### Cell outlines without signal wires

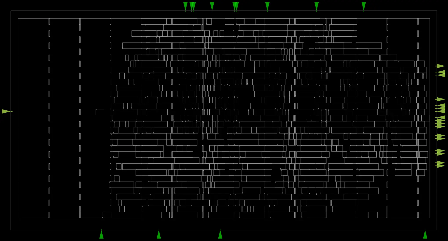
### Nets reached from selected ports

Scale bar: 50 um.
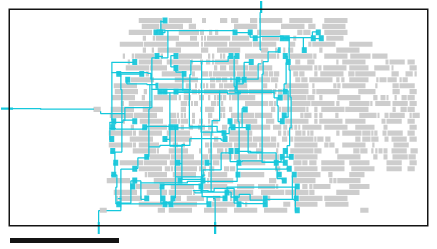
--- src/rtl/jtcop_mapsel_ctl.sv ---
// BAC06 bank-map selector: a strobe-driven counter picks one of 2^SELW loadable
// window->chip-select maps; the lookup result is registered as one-hot cs / miss.
module jtcop_mapsel_ctl #(
  parameter int SELW = 2,
  parameter int WINW = 3,
  parameter int NCS  = 8
) (
  input  logic                   clk,
  input  logic                   rst,
  input  logic                   ASn,
  input  logic                   region_cs,
  input  logic [WINW-1:0]        win,
  input  logic                   inc_cs,
  input  logic                   clr_cs,
  input  logic                   mode,
  input  logic                   tbl_we,
  input  logic [SELW+WINW-1:0]   tbl_addr,
  input  logic [$clog2(NCS):0]   tbl_din,
  output logic [SELW-1:0]        mapsel,
  output logic [NCS-1:0]         cs,
  output logic                   miss
);
  localparam int CSW  = $clog2(NCS);
  localparam int ADW  = SELW + WINW;
  localparam int NENT = 2**ADW;

  logic [SELW-1:0] premap;
  logic            inc_l, clr_l;
  logic            inc_rise, clr_rise;
  logic [CSW:0]    tbl [NENT];
  logic [CSW:0]    ent;
  logic [CSW-1:0]  ent_idx;
  logic            ent_ok;

  assign inc_rise = inc_cs & ~inc_l;
  assign clr_rise = clr_cs & ~clr_l;

  always_ff @(posedge clk) begin
    if (rst) begin
      premap <= '0;
      mapsel <= '0;
      inc_l  <= 1'b0;
      clr_l  <= 1'b0;
    end else begin
      inc_l <= inc_cs;
      clr_l <= clr_cs;
      if (clr_rise)
        premap <= '0;
      else if (inc_rise && (!mode || premap != '1))
        premap <= premap + 1'b1;
      // map is frozen while the bus cycle is in progress
      if (ASn)
        mapsel <= premap;
    end
  end

  always_ff @(posedge clk) begin
    for (int i = 0; i < NENT; i++) begin
      if (rst)
        tbl[i] <= {1'b1, CSW'((i % (2**WINW)) % NCS)};
      else if (tbl_we && tbl_addr == ADW'(i))
        tbl[i] <= tbl_din;
    end
  end

  assign ent     = tbl[{mapsel, win}];
  assign ent_idx = ent[CSW-1:0];
  // an index past the last chip select is treated like an invalid entry
  assign ent_ok  = ent[CSW] && (32'(ent_idx) < NCS);

  always_ff @(posedge clk) begin
    if (rst) begin
      cs   <= '0;
      miss <= 1'b0;
    end else if (!ASn && region_cs) begin
      cs   <= ent_ok ? (NCS'(1) << ent_idx) : '0;
      miss <= ~ent_ok;
    end else begin
      cs   <= '0;
      miss <= 1'b0;
    end
  end
endmodule
--- config.mk ---
export PLATFORM = sky130hd
export DESIGN_NAME = jtcop_mapsel_ctl
export DESIGN_NICKNAME = d
export VERILOG_FILES = /design/src/rtl/jtcop_mapsel_ctl.sv
export SDC_FILE = /design/constraint.sdc
export NUM_CORES = 1
export LEC_CHECK = 0
export CORE_ASPECT_RATIO = 0.5
export CORE_MARGIN = 3
export CORE_UTILIZATION = 40
export DETAILED_ROUTE_END_ITERATION = 12
export GPL_TIMING_DRIVEN = 0
export PLACE_DENSITY = 0.67
export SYNTH_ARGS = -nofsm -noshare
export SYNTH_HDL_FRONTEND = slang
export SYNTH_SLANG_ARGS = --single-unit
--- constraint.sdc ---
create_clock -name clk -period 3.9 [get_ports clk]
set_clock_uncertainty 0.05 [all_clocks]
set_input_delay 0.585 -clock clk [delete_from_list [all_inputs] [get_ports clk]]
set_output_delay 0.585 -clock clk [all_outputs]
set_load 0.05 [all_outputs]
==> reports/summary.txt <==
Async set or reset register ratio after synthesis: 0
Flip-flops with a built-in enable: 128
GRT Overall Usage: 0.209
Top power group: registers
Clock power frac: 0.441
R2R Path Start: tbl[29][2]$_SDFFCE_PN1P_
Hold EP: mapsel[1]$_SDFFE_PP0P_
Drt drc: 0
Max Buffers Root-to-Sink: 2
Largest area contributor in the netlist: edfxtp_1
Latency at later pin: 0.42 ns
Arr. time, crit path: 3.20 ns
Reg2Reg Depth: 5
Total internal power: 2890 uW
Final Power: 3810 uW
Status: completed
Via Count: 4739
Post-layout instance area: 8040 um2
Buffers excl. clock: 75
Multiplexer share: 0.138
Leading cell kind: flip-flops and latches
CTS Root Cell: clkbuf_16
About 'Cell outlines without signal wires':
fin cells: 798
Flops: 143
total core area: 16600 um2

About 'Nets reached from selected ports':
legend:
  `tbl_din`:
    color: cyan
    bits: 4
    direction: input
    edge: 2 south, 1 north, 1 west
    end_cells: 92
    buffers: 12
    wire: 1870 um
Buffers on Ports: 27
Ports: 31

Power is estimated from default activity; no workload was simulated.
